## config.mk

```make
export PLATFORM = sky130hd
export DESIGN_NAME = alu_mul_seq
export DESIGN_NICKNAME = d
export VERILOG_FILES = /design/src/rtl/alu_mul_seq_pkg.sv /design/src/rtl/alu_mul_seq.sv
export SDC_FILE = /design/constraint.sdc
export NUM_CORES = 1
export LEC_CHECK = 0
export ABC_CLOCK_PERIOD_IN_PS = 2500
export CAP_MARGIN = 20
export CORE_ASPECT_RATIO = 0.6
export CORE_MARGIN = 3
export CORE_UTILIZATION = 30
export DETAILED_ROUTE_END_ITERATION = 8
export REMOVE_ABC_BUFFERS = 1
export SETUP_SLACK_MARGIN = 0.05
export SLEW_MARGIN = 10
export SYNTH_ARGS = -nofsm -noshare
export SYNTH_HDL_FRONTEND = slang
export SYNTH_SLANG_ARGS = --single-unit
```

## constraint.sdc

```tcl
create_clock -name clk -period 2.5 [get_ports clk]
set_input_delay 0.5 -clock clk [delete_from_list [all_inputs] [get_ports clk]]
set_output_delay 0.5 -clock clk [all_outputs]
set_load 0.01 [all_outputs]
```

## src/rtl/alu_mul_seq_pkg.sv

```systemverilog
// Shared ALU opcodes and multiply-sequencer state encoding for alu_mul_seq.
package alu_mul_seq_pkg;

    typedef enum logic [3:0] {
        ALU_ADD = 4'b0000,
        ALU_SUB = 4'b0001,
        ALU_SLL = 4'b1000,
        ALU_SRL = 4'b1010,
        ALU_SRA = 4'b1011
    } alu_op_e;

    typedef enum logic [1:0] {
        MUL_ST_IDLE  = 2'd0,
        MUL_ST_ADD   = 2'd1,
        MUL_ST_SHIFT = 2'd2,
        MUL_ST_DONE  = 2'd3
    } mul_st_e;

    localparam logic [3:0] MUL_LAST_BIT = 4'd15;

endpackage

```

## src/rtl/alu_mul_seq.sv

```systemverilog
// Iterative 16x16->16 shift-add multiplier that borrows the shared ALU datapath.
// Define MUL_EARLY_EXIT_EN to stop once no multiplier bits remain (variable latency).
module alu_mul_seq
    import alu_mul_seq_pkg::*;
(
    input  logic        clk,
    input  logic        rst,
    input  logic        start,
    input  logic [15:0] a_in,
    input  logic [15:0] b_in,
    output logic        busy,
    output logic        done,
    output logic [15:0] prod,
    output logic        prod_z,
    output logic        alu_own,
    output logic [3:0]  alu_op,
    output logic [15:0] alu_a,
    output logic [15:0] alu_b,
    output logic [3:0]  alu_shd,
    input  logic [15:0] alu_res
);

    mul_st_e     r_state;
    mul_st_e     w_state_nxt;
    logic [15:0] r_mcand;
    logic [15:0] r_mplier;
    logic [15:0] r_acc;
    logic [3:0]  r_cnt;
    logic [15:0] r_prod;
    logic        r_prod_z;

    alu_op_e     w_op;
    logic [15:0] w_a;
    logic [15:0] w_b;
    logic [3:0]  w_shd;
    logic [3:0]  w_cnt_inc;
    logic [15:0] w_fin;

    always_comb begin
        w_state_nxt = r_state;
        w_op        = ALU_ADD;
        w_a         = '0;
        w_b         = '0;
        w_shd       = '0;
        w_cnt_inc   = r_cnt + 4'd1;
        w_fin       = r_acc;
        case (r_state)
            MUL_ST_IDLE: begin
                w_fin = '0;
                if (start) begin
`ifdef MUL_EARLY_EXIT_EN
                    if (b_in == '0)
                        w_state_nxt = MUL_ST_DONE;
                    else
`endif
                    if (b_in[0])
                        w_state_nxt = MUL_ST_ADD;
                    else
                        w_state_nxt = MUL_ST_SHIFT;
                end
            end
            MUL_ST_ADD: begin
                w_op  = ALU_ADD;
                w_a   = r_mcand;
                w_b   = r_acc;
                w_fin = alu_res;
`ifdef MUL_EARLY_EXIT_EN
                if (r_mplier[15:1] == '0 || r_cnt == MUL_LAST_BIT)
`else
                if (r_cnt == MUL_LAST_BIT)
`endif
                    w_state_nxt = MUL_ST_DONE;
                else
                    w_state_nxt = MUL_ST_SHIFT;
            end
            MUL_ST_SHIFT: begin
                w_op  = ALU_SLL;
                w_b   = r_mcand;
                w_shd = 4'd1;
`ifndef MUL_EARLY_EXIT_EN
                // After the 15th shift a clear top bit means nothing is left to add.
                if (w_cnt_inc == MUL_LAST_BIT && !r_mplier[1])
                    w_state_nxt = MUL_ST_DONE;
                else
`endif
                if (r_mplier[1])
                    w_state_nxt = MUL_ST_ADD;
                else
                    w_state_nxt = MUL_ST_SHIFT;
            end
            MUL_ST_DONE: begin
                w_state_nxt = MUL_ST_IDLE;
            end
            default: w_state_nxt = MUL_ST_IDLE;
        endcase
    end

    // prod is captured on entry to DONE so it is already valid during the done pulse.
    always_ff @(posedge clk or posedge rst) begin
        if (rst) begin
            r_state  <= MUL_ST_IDLE;
            r_mcand  <= '0;
            r_mplier <= '0;
            r_acc    <= '0;
            r_cnt    <= '0;
            r_prod   <= '0;
            r_prod_z <= 1'b1;
        end else begin
            r_state <= w_state_nxt;
            case (r_state)
                MUL_ST_IDLE: begin
                    if (start) begin
                        r_mcand  <= a_in;
                        r_mplier <= b_in;
                        r_acc    <= '0;
                        r_cnt    <= '0;
                    end
                end
                MUL_ST_ADD: r_acc <= alu_res;
                MUL_ST_SHIFT: begin
                    r_mcand  <= alu_res;
                    r_mplier <= r_mplier >> 1;
                    r_cnt    <= w_cnt_inc;
                end
                default: ;
            endcase
            if (w_state_nxt == MUL_ST_DONE && r_state != MUL_ST_DONE) begin
                r_prod   <= w_fin;
                r_prod_z <= (w_fin == '0);
            end
        end
    end

    assign busy    = (r_state != MUL_ST_IDLE);
    assign done    = (r_state == MUL_ST_DONE);
    assign alu_own = (r_state == MUL_ST_ADD) || (r_state == MUL_ST_SHIFT);
    assign alu_op  = w_op;
    assign alu_a   = w_a;
    assign alu_b   = w_b;
    assign alu_shd = w_shd;
    assign prod    = r_prod;
    assign prod_z  = r_prod_z;

endmodule

```

==> flow_summary.toml, run 1 <==
# generated from flow reports
[run_status]
status = "complete, no violations"

[worst_setup_path]
startpoint = "r_state[1]$_DFF_PP0_"
crit_path_end = "alu_a[12]"
worst_ep_arrival_time_ns = 1.88
required_ns = 2.00
r2r_slack_ns = 0.21
r2r-end = "prod[9]$_DFFE_PP0P_"

[timing]
period_needed_ns = 2.384
timing.hold.ws_ns = 0.4787
relSlewSlack_pct = 52.75
finalCritPeriodShare_pct = 95.36
skew_ns = 0.006054
final_hold_viol_count = 0
fmaxAchievable_mhz = 419.4

[final_layout]
fin_cells = 652
diodes = 0
final_core_util_pct = 47.11
nets = 544
drive_above_1_share_pct = 12.60

[yosys]
netlist_area_sq_um = 3760
async_reset_ff_share_pct = 100.0
seq_area_frac_synth_pct = 46.62
yosys-stat-cells = 376
ys_ff = 70
yosysWarnings = 0
yosys.cell_types.count = 39
edf_count = 0
syn_avg_cell_area_sq_um = 10.00

[grt]
grt_pass1_wl_mm = 18.49
grt_pass1_vias = 3223
grt_use_met1_pct = 26.13
antenna_found_initial = 0
met2_usage_pct = 23.78
top_usage_layer = "met1"
overflow = 0

[flow_run]
max_cap_viol_count = 0
tool_warnings = 30

[pwr]
p_sw_share_pct = 38.41
switchingPower_mw = 2.729
pg_seq_mw = 2.04
combPwrFrac_pct = 53.7
clkPwrFrac_pct = 17.6
fin_total_pwr_mw = 7.105
power.leakage_nw = 2.399
top_power_group = "combinational cells"
combinationalPower_mw = 3.81

[clocking]
clkSinkCount = 70
htree_levels = 3
cts_setup_buffers = 2
clk_pin_slew_worst_paths_ns = 0.06
cts_resized = 26
ctsHoldBuffers = 0

[placed_design]
placed_cells = 630
gp_congestion = 0.7658
pre_cts_ws_ns = 0.06128
place_hpwl_mm = 8.096

[routing]
ant_nets = 0
drtIter0Drc = 181
drc = 0
dr.pass1.iters = 4
routed.top_layer = "met4"
wl_met1_mm = 5.790
via_per_inst = 4.847

[floorplanning]
die-area_sq_um = 13960
rows = 30

[worst_hold_path]
hp-class = "reg -> reg"
## run 1: how the worst min path moves through the flow
stage	from	slack (ns)	endpoint
after CTS	r_mplier[9]$_DFFE_PP0P_	0.49	r_mplier[9]$_DFFE_PP0P_
final	r_mplier[5]$_DFFE_PP0P_	0.48	r_mplier[5]$_DFFE_PP0P_
after floorplan	r_mplier[10]$_DFFE_PP0P_	0.45	r_mplier[10]$_DFFE_PP0P_
after global placement	r_mplier[5]$_DFFE_PP0P_	0.46	r_mplier[5]$_DFFE_PP0P_
after global routing	r_mplier[8]$_DFFE_PP0P_	0.51	r_mplier[8]$_DFFE_PP0P_
after detailed placement	r_mplier[9]$_DFFE_PP0P_	0.47	r_mplier[9]$_DFFE_PP0P_
## run 1: synth_stat cells, types with 6 or more instances
| library cell | count | area share [%] |
|---|---|---|
| a21oi_1 | 8 | 1.1 |
| a22o_1 | 26 | 6.1 |
| a22oi_1 | 16 | 3.2 |
| and2_1 | 17 | 2.8 |
| buf_4 | 8 | 1.6 |
| clkbuf_1 | 19 | 1.9 |
| dfrtp_1 | 69 | 46 |
| ha_1 | 6 | 2.0 |
| inv_1 | 13 | 1.3 |
| mux2_2 | 8 | 2.4 |
| mux2i_1 | 38 | 10 |
| nand2_1 | 40 | 4.0 |
| nor2b_1 | 17 | 2.8 |
| nor3b_1 | 7 | 1.4 |
| o21ai_0 | 38 | 5.1 |
## run 1: sequential cells by signal (all words and copies together) (netlist names)
register,count
r_mplier,15
r_mcand,16
prod_z,1
r_acc,16
r_state,2
prod,16
r_cnt,4
## run 1: final cells by class
class | instances | area, sq um | area share [%]
multi-input combinational | 263 | 1848 | 33.39
sequential | 70 | 1754 | 31.69
timing repair buffer | 129 | 1390 | 25.11
clock buffer | 9 | 225.2 | 4.069
tap | 160 | 200.2 | 3.617
clock inverter | 7 | 65.06 | 1.175
inverter | 14 | 52.55 | 0.9494
## run 1: critical path: stages, from the launching register on
cell and delay, ns:
dfrtp_1 0.39, inv_2 0.11, ha_4 0.18, buf_8 0.16, and2_1 0.16, clkdlybuf4s50_1 0.54
## run 1: cells in the final DEF, fill, tap and decap left out, drive strengths merged, types with 3 or more instances in the layout
cell / count
nor3: 4
buf: 22
ha: 6
conb: 6
nor3b: 7
clkdlybuf4s50: 84
nor2b: 17
clkbuf: 9
mux2i: 38
nor2: 4
bufbuf: 3
a22o: 26
and2: 17
mux2: 10
nor4: 4
nand2: 40
dlygate4sd2: 19
clkinv: 4
a22oi: 16
dfrtp: 69
nand2b: 3
o21ai: 42
inv: 14
a21oi: 8
## run 1: logic make-up (layout without fill, tap and decap cells)
group / count (synthesis) / in the layout / share of synthesized area (%)
and+or+nand+nor: 103 / 103 / 14.41
muxes: 48 / 48 / 13.31
other: 1 / 6 / 0.09974
DFF: 70 / 70 / 46.62
buffers and inverters: 48 / 159 / 6.023
adders and majority gates: 6 / 6 / 1.997
AOI/OAI and AO/OA: 99 / 99 / 17.30
xor gates and xnor gates: 1 / 1 / 0.2330
## run 1: metrics by stage
stage	TNS [ns]	instance area, sq um
2_1_floorplan	-84.61	3605
3_3_place_gp	0	5105
3_5_place_dp	0	5105
4_1_cts	0	5522
5_1_grt	0	5535
6_report	0	5535
run_1/port_nets.png
Scale bar: 50 microns.
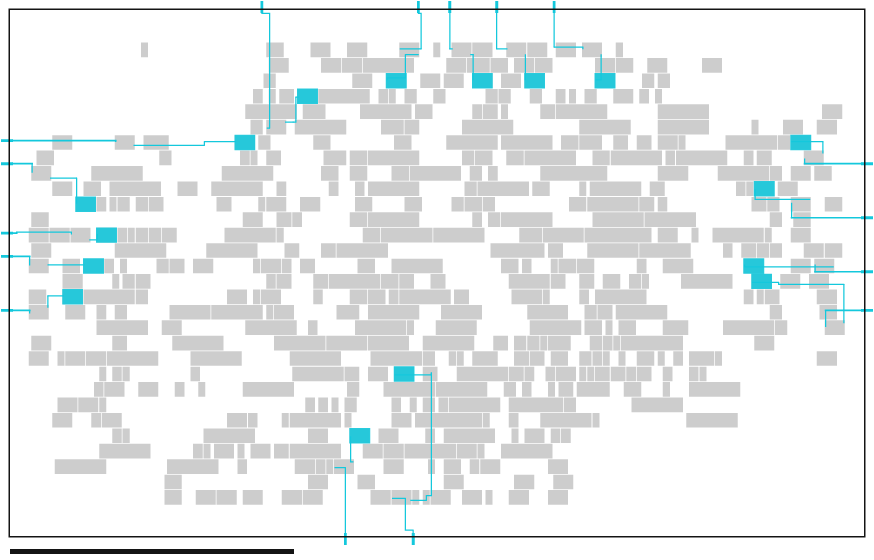
legend:
  a_in:
    colour: cyan
    bits: 16
    direction: input
    edge: 5 west, 5 north, 4 east, 2 south
    end_cells: 16
    buffers: 16
    wire: 339 microns
PortBufs: 104
IO Pins: 111

run_1/wire_density.png
30 x 19 tiles, from dark blue (low) to red (high), scaled to the fullest tile. Values are wire area over tile area, all layers added.
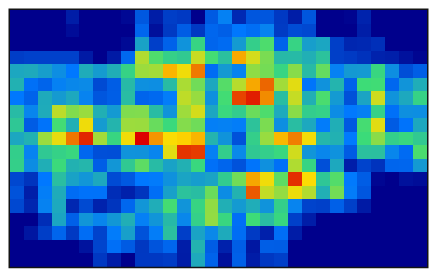
mean over tiles: 0.13
emptiest ninth of the die: south-east
tiles over half the peak: 17%
densest ninth of the die: centre
fullest tile: 0.45
nearly empty tiles: 19%
final wirelength: 11.48 mm
via count: 3160
Tot GR Track Use: 17.20%
Wirelength per Cell: 17.60 microns

run_1/cell_classes.png
Fill, decap, tap and diode cells in grey.
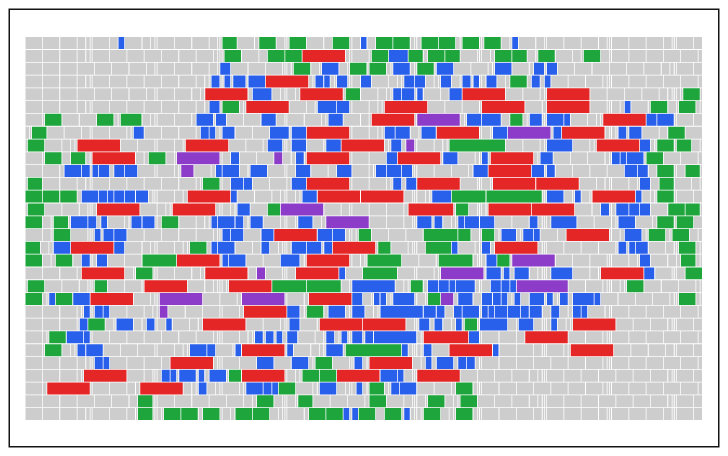
legend:
  all other logic:
    colour: blue
    cells: 277
    share_of_their_area: 36%
  flip-flops:
    colour: red
    cells: 70
    share_of_their_area: 33%
  other buffers and delay cells:
    colour: green
    cells: 129
    share_of_their_area: 26%
  clock drivers and dummy loads:
    colour: purple
    cells: 16
    share_of_their_area: 5.4%

run_1/final_placement.png
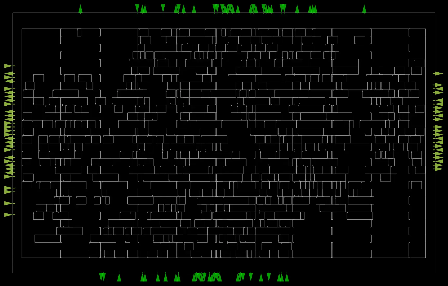
core area: 11750 sq um
TAP cells: 160

## Run 2: what changed since run 1
Settings changed: CTS_CLUSTER_SIZE from default to 40.
==> flow_summary.toml, run 2 <==
# generated from flow reports
[run_status]
status = "complete, no violations"

[yosys]
xor_area_share_pct = 0.2329
yosys-stat-cells = 376
adder_share_pct = 1.997
ys_top_cells_by_count = "69 x dfrtp_1, 40 x nand2_1, 38 x mux2i_1, 38 x o21ai_0, 26 x a22o_1"
simple_gate_area_share_pct = 14.41
synthMuxAreaShare_pct = 13.31
netlist_top_cells_area = "dfrtp_1 46%, mux2i_1 10%, a22o_1 6.1%, o21ai_0 5.1%, nand2_1 4.0%"
yosys.cell_types.count = 39
yosysTopAreaCellShare_pct = 45.92
most_common_cell = "dfrtp_1"
syn_avg_cell_area_sq_um = 10.00
logic_family = "AND-OR/OR-AND gates"
yosysWarnings = 0
edf_count = 0
ys_ff = 70

[timing]
skew_ns = 0.006054
relSlewSlack_pct = 52.75

[final_layout]
drive_above_1_share_pct = 12.60
diodes = 0
mostFrequentLayoutCell = "clkdlybuf4s50_1"
logic_area_sq_um = 1848
seqCellArea_sq_um = 1754

[floorplanning]
design.core.area_sq_um = 11750

[worst_setup_path]
required_ns = 2.00
path_depth = 5
r2r-end = "prod[9]$_DFFE_PP0P_"

[clocking]
ctsHoldBuffers = 0
clkSinkCount = 70

[grt]
grt_use_met1_pct = 26.13
grt_pass1_wl_mm = 18.49
track_usage_pct = 17.20
top_usage_layer = "met1"

[routing]
drt-wirelength-per-cell_microns = 17.60
dr.pass1.iters = 4
drtIter0Drc = 181
ant_nets = 0
drc = 0

[pwr]
fin_total_pwr_mw = 7.105
power.leakage_nw = 2.399

[flow_run]
tool_warnings = 30

[worst_hold_path]
hp-class = "reg -> reg"

[placed_design]
gp_congestion = 0.7658
[run 2: kinds of logic (layout without fill, tap and decap cells)]
| group | after synthesis | in the layout |
|---|---|---|
| buf+inv | 48 | 159 |
| simple gates | 103 | 103 |
| fa+ha+maj | 6 | 6 |
| other cells | 1 | 6 |
| xor+xnor | 1 | 1 |
| compound gates | 99 | 99 |
| flops | 70 | 70 |
| mux | 48 | 48 |
[run 2: final cells by class]
type	instances	share of cell area (%)
Sequential cell	70	31.69
Timing Repair Buffer	129	25.11
Tap cell	160	3.617
Clock buffer	9	4.069
Multi-Input combinational cell	263	33.39
Clock inverter	7	1.175
Inverter	14	0.9494
[run 2: what timing repair did]
item                       in CTS  in global routing
gates cloned                    3                  0
gates resized                  26                  2
buffers inserted                2                  0
setup endpoints to repair      34                  5
[run 2: where the power goes]
group	switching, mW	internal, mW
registers	0.396	1.64
clock network	0.488	0.764
logic	1.84	1.97
[run 2: worst register-to-register path, stage by stage (launching register included)]
cell and delay, ns:
dfrtp_2 0.45, inv_2 0.12, ha_4 0.19, buf_12 0.15
nand3b_1 0.09, a211oi_1 0.26, a211o_1 0.17, and3_1 0.21
buf_12 0.18, mux2_2 0.35
[run 2: through the flow]
| step | hold slack [ns] | worst slack [ns] | util, % | TNS (ns) | std cells |
|---|---|---|---|---|---|
| after floorplan | 0.4496 | -1.696 | - | -84.61 | 347 |
| after global placement | 0.4638 | 0.08674 | 43.45 | 0 | 630 |
| after detailed placement | 0.4734 | 0.06128 | 43.45 | 0 | 630 |
| after CTS | 0.4865 | 0.09734 | 47.00 | 0 | 651 |
| after global routing | 0.5088 | 0.03650 | 47.11 | 0 | 652 |
| final | 0.4787 | 0.1159 | 47.11 | 0 | 652 |
[run 2: how the worst min path moves through the flow]
stage / startpoint / endpoint / slack (ns) / depth (start not counted)
floorplan: r_mplier[10]$_DFFE_PP0P_ / r_mplier[10]$_DFFE_PP0P_ / 0.45 / 2
global placement: r_mplier[5]$_DFFE_PP0P_ / r_mplier[5]$_DFFE_PP0P_ / 0.46 / 2
detailed placement: r_mplier[9]$_DFFE_PP0P_ / r_mplier[9]$_DFFE_PP0P_ / 0.47 / 2
CTS: r_mplier[9]$_DFFE_PP0P_ / r_mplier[9]$_DFFE_PP0P_ / 0.49 / 2
global route: r_mplier[8]$_DFFE_PP0P_ / r_mplier[8]$_DFFE_PP0P_ / 0.51 / 2
finish: r_mplier[5]$_DFFE_PP0P_ / r_mplier[5]$_DFFE_PP0P_ / 0.48 / 2
[run 2: layer usage]
metal  part of all wire, %  vias to the layer above  routed length, microns
met3                   7.3                        6                     839
li1                      -                     1539                       -
met4                  0.53                        0                      61
met1                    50                     1520                    5790
met5                     0                        -                       0
met2                    42                       95                    4787
run_2/final_placement.png
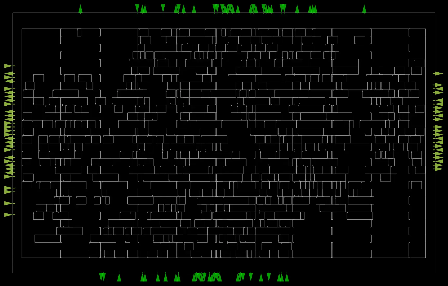
# rows: 30
fill cell count: 1121

run_2/cell_classes.png
Fill, decap, tap and diode cells in grey.
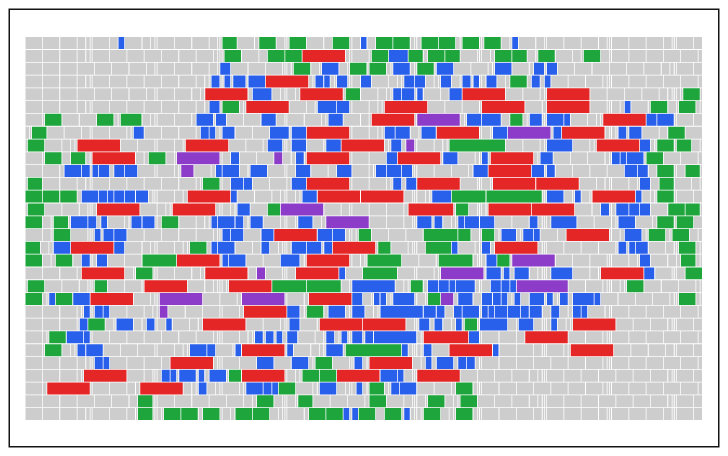
legend:
  clock drivers and dummy loads:
    colour: purple
    cells: 16
    share_of_their_area: 5.4%
  flip-flops:
    colour: red
    cells: 70
    share_of_their_area: 33%
  all other logic:
    colour: blue
    cells: 277
    share_of_their_area: 36%
  other buffers and delay cells:
    colour: green
    cells: 129
    share_of_their_area: 26%
flop share of the area: 31.69%
final core utilization: 47.11%
fin area: 5535 sq um

## Run 3: what changed since run 2
Settings changed: CTS_BUF_LIST from default to sky130_fd_sc_hd__clkbuf_2 sky130_fd_sc_hd__clkbuf_4 sky130_fd_sc_hd__clkbuf_8, RECOVER_POWER from default to 50.
==> flow_summary.toml, run 3 <==
# generated from flow reports
[yosys]
netlist_area_sq_um = 3760
flop_cell = "dfrtp_1"
yosysTopAreaCellShare_pct = 45.92
yosysWarnings = 0
seq_area_frac_synth_pct = 46.62
yosys.cell_types.count = 39
most_common_cell = "dfrtp_1"
top_area_cell = "dfrtp_1"
yosys-stat-cells = 376
edf_count = 0
netlist_top_cells_area = "dfrtp_1 46%, mux2i_1 10%, a22o_1 6.1%, o21ai_0 5.1%, nand2_1 4.0%"
ys_ff = 70
async_reset_ff_share_pct = 100.0
ys_top_cells_by_count = "69 x dfrtp_1, 40 x nand2_1, 38 x mux2i_1, 38 x o21ai_0, 26 x a22o_1"
syn_avg_cell_area_sq_um = 10.00

[pwr]
clkPwrFrac_pct = 13.3
seqPwrFrac_pct = 30.0
switchingPower_mw = 2.692
power_density_nw_per_um2 = 1235
p_sw_share_pct = 40.03
fin_total_pwr_mw = 6.725
combPwrFrac_pct = 56.7
power.leakage_nw = 2.511
intPower_mw = 4.033

[timing]
setup_tns_ns = 0
setup_viol = 0
skew_ns = 0.006952
period_needed_ns = 2.396
final_hold_viol_count = 0
relSlewSlack_pct = 37.06
finalCritPeriodShare_pct = 95.83
fmaxAchievable_mhz = 417.4
rsz0062_at_grt = "true"
timing.hold.ws_ns = 0.4834

[routing]
via_per_inst = 4.919
vias = 3222
drtIter0Drc = 189
drt-wirelength-per-cell_microns = 17.51
dr.pass1.iters = 5
drc = 0
ant_nets = 0
routed_wirelength_mm = 11.47

[flow_run]
tool_warnings = 30
max_cap_viol_count = 0

[floorplanning]
rows = 30
design.core.area_sq_um = 11750
die-area_sq_um = 13960
io-pin-count = 111

[final_layout]
mostFrequentLayoutCell = "dfrtp_1"
final_area_sq_um = 5445
nets = 547
fill_cells = 1137
syn_to_final_growth_pct = 44.83
diodes = 0
final_core_util_pct = 46.35
drive_above_1_share_pct = 12.32
final_cell_mix = "69 x dfrtp_1, 60 x clkdlybuf4s50_1, 40 x nand2_1, 39 x o21ai_0, 38 x mux2i_1"

[placed_design]
place_hpwl_mm = 8.096
gp_congestion = 0.7658
port_buffers = 104
place_area_sq_um = 5105

[worst_setup_path]
endpoint_kind = "primary output"
r2r-end = "prod[9]$_DFFE_PP0P_"
required_ns = 2.00
crit_path_max_fanout = 15
critical_path.cell_chain = "buf_4 -> inv_2 -> ha_4 -> buf_12 -> clkdlybuf4s50_1"
r2r_slack_ns = 0.16
startpoint = "r_state[0]$_DFF_PP0_"
crit_path_end = "alu_own"
worst_ep_arrival_time_ns = 1.90
max_stage_delay_ns = 0.54
slowest_stage = "clkdlybuf4s50_1"

[grt]
track_usage_pct = 17.11
overflow = 0
grt_pass1_vias = 3239
grt_pass1_wl_mm = 18.44
antenna_found_initial = 0
grt_use_met1_pct = 26.06
grt_max_degree = 41
met2_usage_pct = 23.44
top_usage_layer = "met1"

[clocking]
ctsHoldBuffers = 0
htree_levels = 3
clkSinkCount = 70
clk_pin_slew_worst_paths_ns = 0.08

[run_status]
status = "complete, no violations"

[worst_hold_path]
hp-class = "reg -> reg"
run 3: cell types whose count changed in the layout (fill, tap and decap cells not counted), sizes merged:
cell           previous run  this run
clkdlybuf4s50            84        60
dlygate4sd3               0        18
dlymetal6s2s              1         8
clkbuf                    9        13
buf                      22        20
run 3: kinds of logic (layout without fill, tap and decap cells):
group,count (synthesis),count (layout),share of synthesized area [%]
xor gates and xnor gates,1,1,0.2330
buffers and inverters,48,162,6.023
adders and majority gates,6,6,1.997
other,1,6,0.09974
DFF,70,70,46.62
muxes,48,48,13.31
AOI/OAI and AO/OA,99,99,17.30
and+or+nand+nor,103,103,14.41
run 3: worst max-delay path: cells and delay by family (launching register included):
| family | cells | cell delay [ns] |
|---|---|---|
| adders and majority gates | 1 | 0.29 |
| buffers and inverters | 4 | 0.88 |
| DFF | 1 | 0.38 |
run 3: repair_timing:
item,in CTS,in global routing
setup buffers,4,1
cloned,3,0
pin swaps,1,1
endpoints found under the setup margin,35,15
gates resized,25,9
run 3: worst min-delay path by stage:
stage / start / end / slack, ns / cells past startpoint
finish: r_mplier[5]$_DFFE_PP0P_ / r_mplier[5]$_DFFE_PP0P_ / 0.48 / 2
floorplan: r_mplier[10]$_DFFE_PP0P_ / r_mplier[10]$_DFFE_PP0P_ / 0.45 / 2
detailed placement: r_mplier[9]$_DFFE_PP0P_ / r_mplier[9]$_DFFE_PP0P_ / 0.47 / 2
global route: r_mplier[8]$_DFFE_PP0P_ / r_mplier[8]$_DFFE_PP0P_ / 0.51 / 2
global placement: r_mplier[5]$_DFFE_PP0P_ / r_mplier[5]$_DFFE_PP0P_ / 0.46 / 2
CTS: rst / prod[8]$_DFFE_PP0P_ / 0.47 / 2
run 3: power by group through the flow:
stage / Combinational [mW] / Clock, mW / Sequential, mW
final: 3.81 / 0.896 / 2.02
after global routing: 4.20 / 0.975 / 2.08
after CTS: 3.88 / 0.931 / 2.02
after detailed placement: 3.58 / 0 / 2.04
after global placement: 3.50 / 0 / 2.02
after floorplan: 1.95 / 0 / 1.97
run 3: layer usage:
layer | part of all wire [%] | routed length, microns | vias up
li1 | - | - | 1544
met1 | 50 | 5725 | 1556
met2 | 41 | 4718 | 110
met3 | 7.9 | 908 | 12
met4 | 1.0 | 117 | 0
met5 | 0 | 0 | -
run 3: final cells by class:
type                       count  area [sq um]  area share (%)
inverter                      14         52.55          0.9651
multi-input combinational    263          1853           34.03
sequential                    70          1753           32.19
clock buffer                   9         123.9           2.275
timing repair buffer         132          1398           25.67
tap                          160         200.2           3.676
clock inverter                 7         65.06           1.195
run 3: through the flow:
stage	cells	worst slack (ns)
after floorplan	347	-1.696
after global placement	630	0.08674
after CTS	653	0.05545
final	655	0.1042
after global routing	655	0.03610
after detailed placement	630	0.06128
run_3/cell_classes.png
Fill, decap, tap and diode cells in grey.
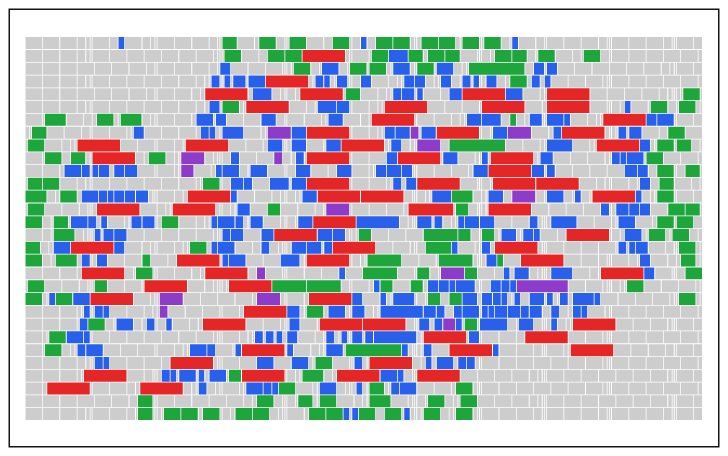
legend:
  clock drivers and dummy loads:
    colour: purple
    cells: 16
    share_of_their_area: 3.6%
  all other logic:
    colour: blue
    cells: 277
    share_of_their_area: 36%
  other buffers and delay cells:
    colour: green
    cells: 132
    share_of_their_area: 27%
  flip-flops:
    colour: red
    cells: 70
    share_of_their_area: 33%

run_3/port_nets.png
Scale bar: 50 microns.
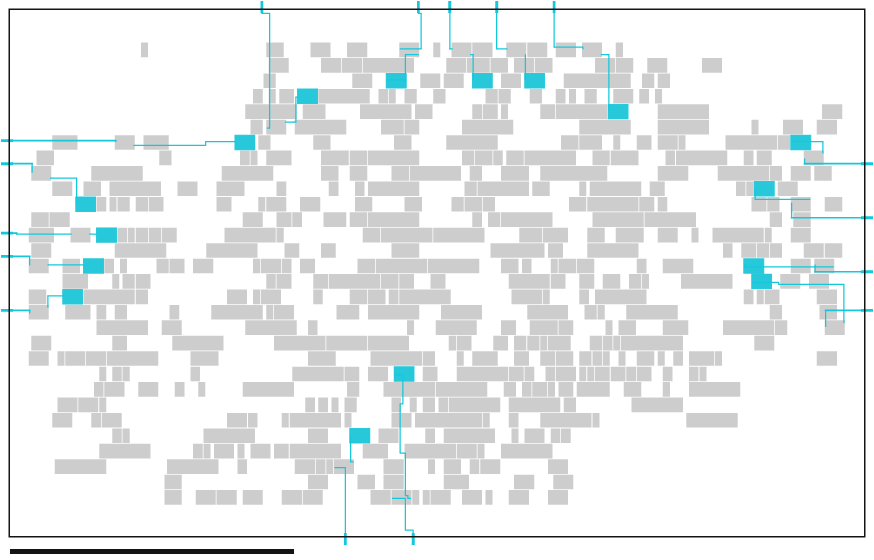
legend:
  a_in:
    colour: cyan
    bits: 16
    direction: input
    edge: 5 west, 5 north, 4 east, 2 south
    end_cells: 16
    buffers: 16
    wire: 337 microns

Power is estimated from default activity; no workload was simulated.
